### src/rtl/vpc_pkg.sv
// Shared types and constants for the vector player / response capture engine.
package vpc_pkg;

  // Run-control states.
  typedef enum logic [1:0] {
    IDLE  = 2'd0,
    RUN   = 2'd1,
    DRAIN = 2'd2,
    DONE  = 2'd3
  } vpc_state_e;

  // Default MISR feedback taps (CRC-32 polynomial); narrower outputs use the low bits.
  localparam logic [31:0] MISR_POLY_DEFAULT = 32'h04C11DB7;

  // Widest vector index an apply tag can carry.
  localparam int TAG_IDX_W = 16;

  // Tag launched with every applied vector and delayed until its response is captured.
  typedef struct packed {
    logic                 valid;
    logic [TAG_IDX_W-1:0] idx;
  } apply_tag_t;

endpackage

### src/rtl/vpc_misr.sv
// Multiple-input signature register: compacts one captured response per enabled cycle.
module vpc_misr
  import vpc_pkg::*;
#(
  parameter int               OUT_W = 32,
  parameter logic [OUT_W-1:0] POLY  = OUT_W'(MISR_POLY_DEFAULT)
) (
  input  logic             clk,
  input  logic             rst,
  input  logic             clear,
  input  logic             enable,
  input  logic [OUT_W-1:0] data,
  output logic [OUT_W-1:0] signature
);

  // Shift left with feedback from the MSB, then fold in the new response; clear wins.
  always_ff @(posedge clk) begin
    // NOTE: state is assigned with <= so every register samples pre-edge values, independent of block order.
    if (rst || clear) begin
      signature <= '0;
    end else if (enable) begin
      signature <= {signature[OUT_W-2:0], 1'b0}
                 ^ (signature[OUT_W-1] ? POLY : '0)
                 ^ data;
    end
  end

endmodule

### src/rtl/vec_player_capture.sv
// Replays an on-chip vector memory into a combinational DUT, one vector per clock,
// and captures the responses a fixed number of cycles later into a stream and a MISR.
module vec_player_capture
  import vpc_pkg::*;
#(
  parameter int          IN_W      = 32,
  parameter int          OUT_W     = 32,
  parameter int          DEPTH     = 32,
  parameter int          ADDR_W    = $clog2(DEPTH),
  parameter int          CAP_DLY   = 1,
  parameter logic [31:0] MISR_POLY = MISR_POLY_DEFAULT
) (
  input  logic              clk,
  input  logic              rst,
  input  logic              load_en,
  input  logic [ADDR_W-1:0] load_addr,
  input  logic [IN_W-1:0]   load_data,
  input  logic              start,
  input  logic              loop_mode,
  input  logic              stop,
  input  logic [ADDR_W:0]   num_vec,
  output logic [IN_W-1:0]   dut_in,
  input  logic [OUT_W-1:0]  dut_out,
  output logic              cap_valid,
  output logic [OUT_W-1:0]  cap_data,
  output logic [ADDR_W-1:0] cap_index,
  output logic [OUT_W-1:0]  signature,
  output logic [15:0]       pass_cnt,
  output logic              busy,
  output logic              done
);

  localparam int             LEN_W   = ADDR_W + 1;
  localparam logic [LEN_W-1:0] DEPTH_L = LEN_W'(DEPTH);

  vpc_state_e        state_q, state_d;
  logic [IN_W-1:0]   mem [DEPTH];
  logic [LEN_W-1:0]  len_q;
  logic [ADDR_W-1:0] idx_q;
  apply_tag_t        pipe_q [CAP_DLY];
  apply_tag_t        new_tag;
  logic              launch, apply, last, drain_pending, load_ok;

  // State register.
  always_ff @(posedge clk) begin
    if (rst) state_q <= IDLE;
    else     state_q <= state_d;
  end

  // Next state and per-cycle strobes: launch a run, apply a vector, detect the pass end.
  always_comb begin
    // NOTE: every output of this block gets a default first, so no path can leave one unassigned and infer a latch.
    state_d       = state_q;
    launch        = 1'b0;
    apply         = 1'b0;
    last          = 1'b0;
    drain_pending = 1'b0;
    new_tag       = '0;
    // Any tag not yet in the final stage means a capture is still on its way.
    for (int i = 0; i < CAP_DLY - 1; i++) drain_pending = drain_pending | pipe_q[i].valid;
    unique case (state_q)
      IDLE: begin
        if (start) begin
          launch  = 1'b1;
          state_d = (num_vec == '0) ? DONE : RUN;
        end
      end
      RUN: begin
        apply       = 1'b1;
        last        = ({1'b0, idx_q} == (len_q - LEN_W'(1)));
        new_tag.valid = 1'b1;
        new_tag.idx   = TAG_IDX_W'(idx_q);
        if (stop || (last && !loop_mode)) state_d = DRAIN;
      end
      DRAIN: begin
        if (!drain_pending) state_d = DONE;
      end
      DONE: begin
        state_d = IDLE;
      end
      default: state_d = IDLE;
    endcase
  end

  assign load_ok = load_en && (state_q == IDLE) && ({1'b0, load_addr} < DEPTH_L);

  // Vector memory write port, only open while idle.
  always_ff @(posedge clk) begin
    // NOTE: the vector memory has no reset on purpose: contents survive rst and a plain RAM can be inferred.
    if (load_ok) mem[load_addr] <= load_data;
  end

  // Run datapath: length/index bookkeeping, vector drive, pass counting, capture delay line.
  always_ff @(posedge clk) begin
    if (rst) begin
      len_q    <= '0;
      idx_q    <= '0;
      dut_in   <= '0;
      pass_cnt <= '0;
      for (int i = 0; i < CAP_DLY; i++) pipe_q[i] <= '0;
    end else begin
      if (launch) begin
        len_q    <= (num_vec > DEPTH_L) ? DEPTH_L : num_vec;
        idx_q    <= '0;
        pass_cnt <= '0;
      end
      if (apply) begin
        dut_in <= mem[idx_q];
        idx_q  <= last ? '0 : idx_q + ADDR_W'(1);
        if (last && (pass_cnt != 16'hFFFF)) pass_cnt <= pass_cnt + 16'd1;
      end
      pipe_q[0] <= new_tag;
      for (int i = 1; i < CAP_DLY; i++) pipe_q[i] <= pipe_q[i-1];
    end
  end

  assign cap_valid = pipe_q[CAP_DLY-1].valid;
  assign cap_index = pipe_q[CAP_DLY-1].idx[ADDR_W-1:0];
  assign cap_data  = cap_valid ? dut_out : '0;
  assign busy      = (state_q != IDLE);
  assign done      = (state_q == DONE);

  vpc_misr #(
    .OUT_W (OUT_W),
    .POLY  (OUT_W'(MISR_POLY))
  ) u_misr (
    .clk       (clk),
    .rst       (rst),
    .clear     (launch),
    .enable    (cap_valid),
    .data      (dut_out),
    .signature (signature)
  );

endmodule

### config.mk
export PLATFORM = sky130hd
export DESIGN_NAME = vec_player_capture
export DESIGN_NICKNAME = d
export VERILOG_FILES = /design/src/rtl/vpc_pkg.sv /design/src/rtl/vpc_misr.sv /design/src/rtl/vec_player_capture.sv
export SDC_FILE = /design/constraint.sdc
export NUM_CORES = 1
export LEC_CHECK = 0
export ABC_AREA = 1
export CORE_UTILIZATION = 55
export CTS_CLUSTER_DIAMETER = 80
export DETAILED_ROUTE_END_ITERATION = 10
export GPL_TIMING_DRIVEN = 0
export PLACE_DENSITY_LB_ADDON = 0.08
export SLEW_MARGIN = 40
export SYNTH_ARGS = -nofsm -noshare
export SYNTH_HDL_FRONTEND = slang
export SYNTH_HIERARCHICAL = 1
export SYNTH_SLANG_ARGS = --single-unit
### constraint.sdc
create_clock -name clk -period 7.75 [get_ports clk]
set_clock_uncertainty 0.15 [all_clocks]
set_input_delay 1.55 -clock clk [delete_from_list [all_inputs] [get_ports clk]]
set_output_delay 1.55 -clock clk [all_outputs]
set_load 0.05 [all_outputs]
==> run_1/sizes.png <==
The bar under the picture is 100 um long.
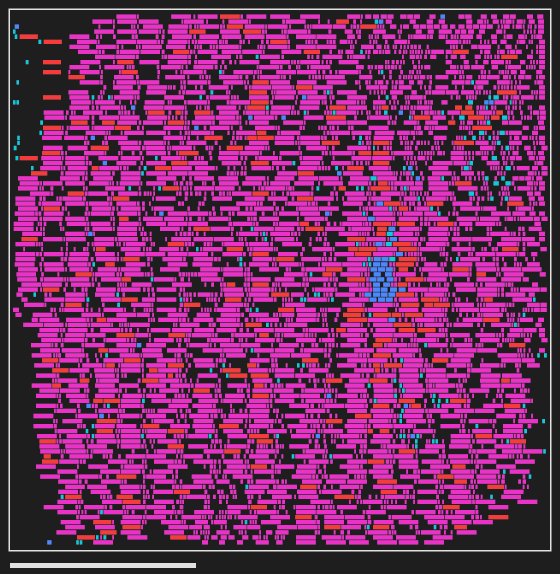
colour	size	cells	share	most used
blue	_3 and _4 cells	59	1.3%	nor2_4
cyan	_2 cells	178	3.9%	buf_2
magenta	_0 and _1 cells	4047	90%	edfxtp_1
red	_6 and larger	231	5.1%	clkbuf_16

==> run_1/layer_met4.png <==
The bar under the picture is 100 um long.
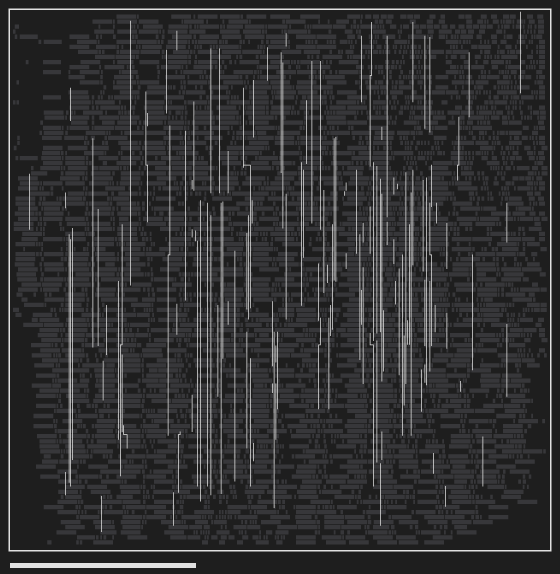
longest straight run	162 um
share of all routed wire	4.9%
wire length on this layer	7030 um
main direction	vertical
nets with wire on the layer	94
DRT Wirelength: 143000 um
DR vias: 33.2k

==> flow_summary.ini, run 1 <==
; physical design summary
[status]
status = finished clean

[synth]
synthCells = 4023
ys_cells = 4023
ys_types = 34
top_cell_area_share_pct = 67.2
yosys_most_used_dff = edfxtp_1
area_leaders = edfxtp_1 (67%), nor2_1 (6.1%), o21ai_0 (5.7%)

[pwr]
power_density_nw_per_um2 = 311
p_sw_mw = 5.77
intPower_mw = 11.3
ir_drop_uv = 179
pwr-share-clk_pct = 32.3
comb_power_share_pct = 26.9
sw_frac_of_total_pct = 33.9

[floorplan]
die_h_um = 290
fp-row-count = 105

[hold_path]
hold_start = len_q[5]

[worst_setup_path]
crit_start = dut_out[12]
r2r-start = idx_q[0]
crit_path_end_kind = primary output
arrival_ns = 3.08

[clock_network]
hold_buffers = 0
cts.htree.levels = 3
clk_latency_ns = 0.69
clockBufferDepth = 3
root_buffer = clkbuf_16
cts.sinks = 1123

[routing]
drt_iter0_markers = 4775
ant_nets = 0
via_per_inst = 5.95
drt_pass1_iterations = 8

[final_layout]
most-common-layout-cells = edfxtp_1 (1024), nor2_1 (707), nand2_1 (547)
fillers = 6108
drive_above_1_share_pct = 10.4
final_nets = 4506

[sta]
hold_viol = 0
slew_viol_final = 0
setup_tns_ns = 0

[global_route]
grt_pass1_wl_um = 205000
antenna_found_initial = 1
grt_max_degree = 33

[run]
openroad.warnings = 31
==> run_1/clocks.png <==
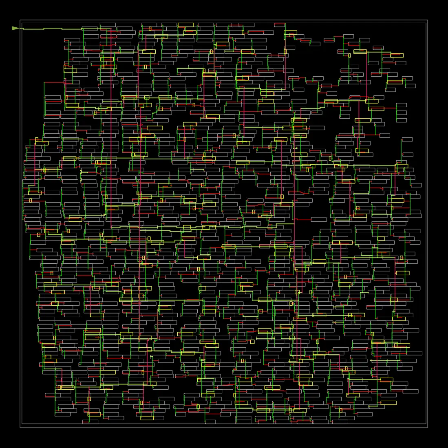
clock buffer count from CTS: 111
clk pwr: 5.51 mW
flop count: 1123

==> run_1/wires.png <==
Two of the layers only.
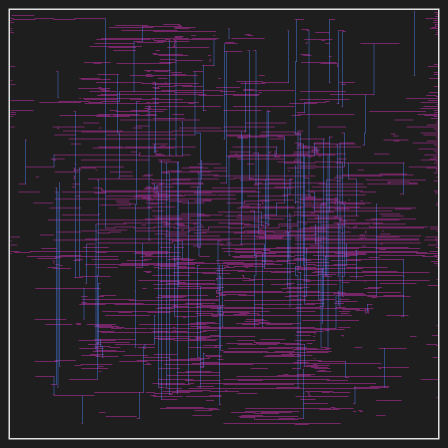
colour	layer	wire length
magenta	metal 3	18300 um
blue	metal 4	7030 um

==> run 1: registers in the layout, indices dropped and copies added (netlist names) <==
signal	flops
u_misr/signature	32
len_q	6
pipe_q	6
idx_q	5
state_q	2
mem	1024
pass_cnt	16
dut_in	32
==> run 1: per-stage QoR <==
stage / util, % / std cells / setup slack (ns) / hold slack [ns] / instance area (um2)
floorplan: - / 4023 / 3.91 / 0.309 / 45800
global placement: 59.7 / 5293 / 1.87 / 0.335 / 49100
detailed placement: 62.1 / 5374 / 2.96 / 0.345 / 51100
CTS: 66.6 / 5585 / 2.95 / 0.356 / 54800
global route: 66.6 / 5585 / 2.89 / 0.402 / 54800
finish: 66.7 / 5586 / 2.97 / 0.354 / 54800
==> run 1: routing by layer <==
metal,vias to the layer above,routed length (um),global-route usage [%]
li1,14900,-,-
met1,15900,55300,47.5
met2,2040,62500,49.8
met3,302,18300,7.37
met4,0,7030,16.2
met5,-,0,0
==> run 1: final cells by class <==
cell class | instances | area, um2 | area share [%]
clock buffers | 135 | 2970 | 5.42
repair buffers | 281 | 3690 | 6.73
diodes | 1 | 2.50 | 0.00457
multi-input cells | 2478 | 11500 | 20.9
plain buffers | 253 | 1220 | 2.22
well taps | 1070 | 1340 | 2.44
clock inverters | 76 | 769 | 1.40
flip-flops and latches | 1123 | 32700 | 59.7
inverters | 169 | 634 | 1.16
==> run 1: power by group through the flow <==
stage	logic, mW	clock network (mW)	registers, mW
finish	4.59	5.51	6.94
global route	4.90	5.76	6.96
CTS	4.52	5.52	6.94
detailed placement	4.49	0	7.06
global placement	4.37	0	7.08
floorplan	2.35	0	7.39
==> run 1: worst max-delay path, cell delays in order <==
cell	delay, ns
clkdlybuf4s50_1	0.58
nand2_1	0.08
inv_1	0.06
clkdlybuf4s50_1	0.81
==> run 1: kinds of logic after synthesis <==
kind of cell / synth area share, %
AND/OR/NAND/NOR: 14.8
buffers and inverters: 4.00
adder cells (fa/ha/maj): 0.219
flip-flops: 71.5
AND-OR/OR-AND: 8.83
XOR/XNOR: 0.631
==> run 1: cell usage after synthesis, types with 5 or more instances <==
cell,number
buf_6,7
nand2_2,10
inv_1,161
inv_2,5
buf_1,30
nand3_1,363
o22ai_1,114
xor2_1,29
nand2_1,547
buf_2,74
dfxtp_1,99
clkbuf_1,118
buf_4,20
nor3_1,5
ha_1,8
o21ai_0,518
a21oi_1,33
edfxtp_1,1024
nor2_1,739
a21oi_2,12
o21ai_1,81
==> run 1: path summary, 6_finish.rpt <==
kind,to,slack [ns],depth (start not counted)
max,cap_data[12],2.97,4
min,len_q[5],0.35,2
max reg2reg,dut_in[0],3.93,12
min reg2reg,len_q[5],0.35,2
==> run 2: changes to the inputs <==
==> constraint.sdc (replaced) <==
create_clock -name clk -period 4.7 [get_ports clk]
set_clock_uncertainty 0.15 [all_clocks]
set_input_delay 0.94 -clock clk [delete_from_list [all_inputs] [get_ports clk]]
set_output_delay 0.94 -clock clk [all_outputs]
set_load 0.05 [all_outputs]
==> run_2/clocks.png <==
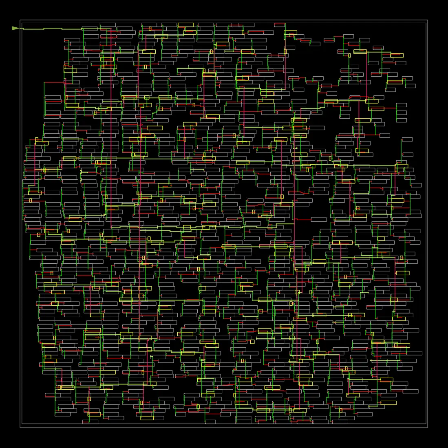
clk_lat worst skew: 0.69 ns
CLK BUF: 135
clk pwr: 9.08 mW

==> run 2 against run 1 <==
  * Non-clock buffer count did not move
  * Sequential share of layout area did not move
  * Core utilization did not move
==> flow_summary.ini, run 2 <==
; physical design summary
[status]
status = finished clean

[hold_path]
min_to = len_q[5]
hold_start = len_q[5]
hold_depth = 2

[worst_setup_path]
r2r-start = idx_q[0]
start_kind = flip-flop
rrSetupSlack_ns = 0.88
r2r_end = dut_in[0]
reg2regPathDepth = 12
critPathRequiredTime_ns = 5.19
crit_path_end_kind = flip-flop
arrival_ns = 4.30

[synth]
top_cell_area_share_pct = 67.2
fp_nets = 4112
ys_cells = 4023
yosysChipArea_um2 = 45800
yosys_most_used_dff = edfxtp_1
area_leaders = edfxtp_1 (67%), nor2_1 (6.1%), o21ai_0 (5.7%)
top_cells_by_count = edfxtp_1 (1024), nor2_1 (739), nand2_1 (547)
synthArstFlopShare_pct = 0
edf_count = 1024
syn_area_per_cell_um2 = 11.4
ys_types = 34
top_cell = edfxtp_1
synthCells = 4023

[placed_design]
place_area_um2 = 51100
io_buffers = 200
dp_cells = 5374
pre_cts_slack_ns = 0.733
dp_hpwl_um = 98400

[final_layout]
fillers = 6108
drive_above_1_share_pct = 10.4
most-common-layout-cells = edfxtp_1 (1024), nor2_1 (707), nand2_1 (547)
finalInstanceArea_um2 = 54800
fin_util_pct = 66.7
final_nets = 4506
largest_reg_flops = 1024
final-instance-count-excl-fill = 5586
top_register = mem
top_regs = mem x1024, dut_in x32, u_misr/signature x32

[pwr]
power_density_nw_per_um2 = 513
ir_drop_uv = 295

[routing]
vias = 33200
via_per_inst = 5.95
ant_nets = 0
post-route-drc-count = 0
drt_iter0_markers = 4775
drt_pass1_iterations = 8
drt-total-wl_um = 143000

[clock_network]
hold_buffers = 0
cts.sinks = 1123
post_cts_buffers = 0
clkTransAtPathRegs_ns = 0.06
cts_buffers = 111
cts.htree.levels = 3
clockBufferDepth = 3
root_buffer = clkbuf_16

[sta]
fin_crit_ns = 3.82
setup_viol = 0
worst_pin_slew_ns = 0.922
fmax_ghz = 0.262
slew_viol_final = 0
hold_viol = 0
slew_headroom_pct = 38.4
setup_ws_ns = 0.881

[global_route]
antenna_found_initial = 1
grt_pass1_wl_um = 205000
grt_max_degree = 33

[run]
drv_cap = 0
openroad.warnings = 31

[floorplan]
die_h_um = 290
die-area_um2 = 84400
fp-row-count = 105
==> run_2/wires.png <==
Two of the layers only.
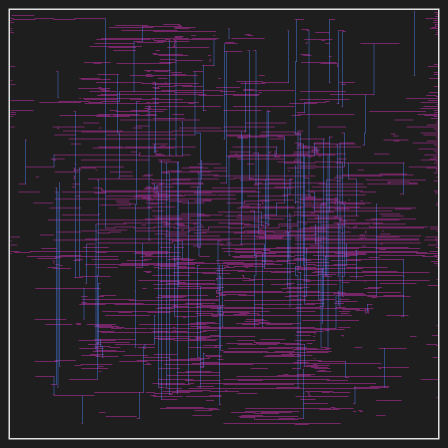
colour	layer	wire length
blue	metal 4	7030 um
magenta	metal 3	18300 um

-- run 2: cell families (layout without fill, tap and decap cells) --
group / Yosys count / after routing / share of synthesized area [%]
other: 0 / 1 / 0
buffers and inverters: 422 / 914 / 4.00
AND-OR/OR-AND: 766 / 766 / 8.83
AND/OR/NAND/NOR: 1671 / 1671 / 14.8
flip-flops: 1123 / 1123 / 71.5
adder cells (fa/ha/maj): 8 / 8 / 0.219
XOR/XNOR: 33 / 33 / 0.631
-- run 2: worst max path at each step --
stage | from | end | slack [ns]
finish | idx_q[0] | dut_in[0] | 0.88
global route | pipe_q[0][16] | cap_data[5] | 0.74
CTS | pipe_q[0][16] | cap_data[28] | 0.87
detailed placement | load_en | mem[13][8] | 0.73
global placement | load_en | mem[13][8] | -0.57
floorplan | load_en | mem[0][0] | 1.47
-- run 2: report_power, final --
group,leakage (nW),internal [mW],switching [mW]
combinational,7.80,2.12,5.46
sequential,10.0,11.2,0.245
clock,1.85,5.27,3.82
total,19.7,18.6,9.52
-- run 2: layout make-up --
type,count,area [um2],share of cell area (%)
buffer,253,1220,2.22
clock inverter,76,769,1.40
timing repair buffer,281,3690,6.73
sequential,1123,32700,59.7
multi-input combinational,2478,11500,20.9
clock buffer,135,2970,5.42
tap,1070,1340,2.44
antenna,1,2.50,0.00457
inverter,169,634,1.16
-- run 2: per-stage QoR --
| step | hold WS [ns] | power (mW) | TNS, ns |
|---|---|---|---|
| 3_3_place_gp | 0.335 | 18.9 | -428.61 |
| 2_1_floorplan | 0.309 | 16.1 | 0 |
| 3_5_place_dp | 0.345 | 19.1 | 0 |
| 5_1_grt | 0.402 | 29.0 | 0 |
| 6_report | 0.354 | 28.1 | 0 |
| 4_1_cts | 0.356 | 28.0 | 0 |
-- run 2: worst max-delay path, cell delays in order (launching register included) --
cell and delay (ns):
dfxtp_1 0.62, inv_2 0.47, buf_6 0.31, buf_4 0.33, clkbuf_1 0.45, o21ai_0 0.14
o21ai_0 0.47, nand2_1 0.12, nand3_1 0.18, nand3_1 0.13, nand3_1 0.24, nand2_1 0.09
inv_1 0.05
-- run 2: routing by layer --
layer  GRT usage, %  part of all wire (%)  wire length [um]  up-vias
met5              0                     0                 0        -
met4           16.2                   4.9              7030        0
met3           7.37                    13             18300      302
met2           49.8                    44             62500     2040
met1           47.5                    39             55300    15900
li1               -                     -                 -    14900
Power figures rest on the tool's default switching activity, not on a simulated workload.
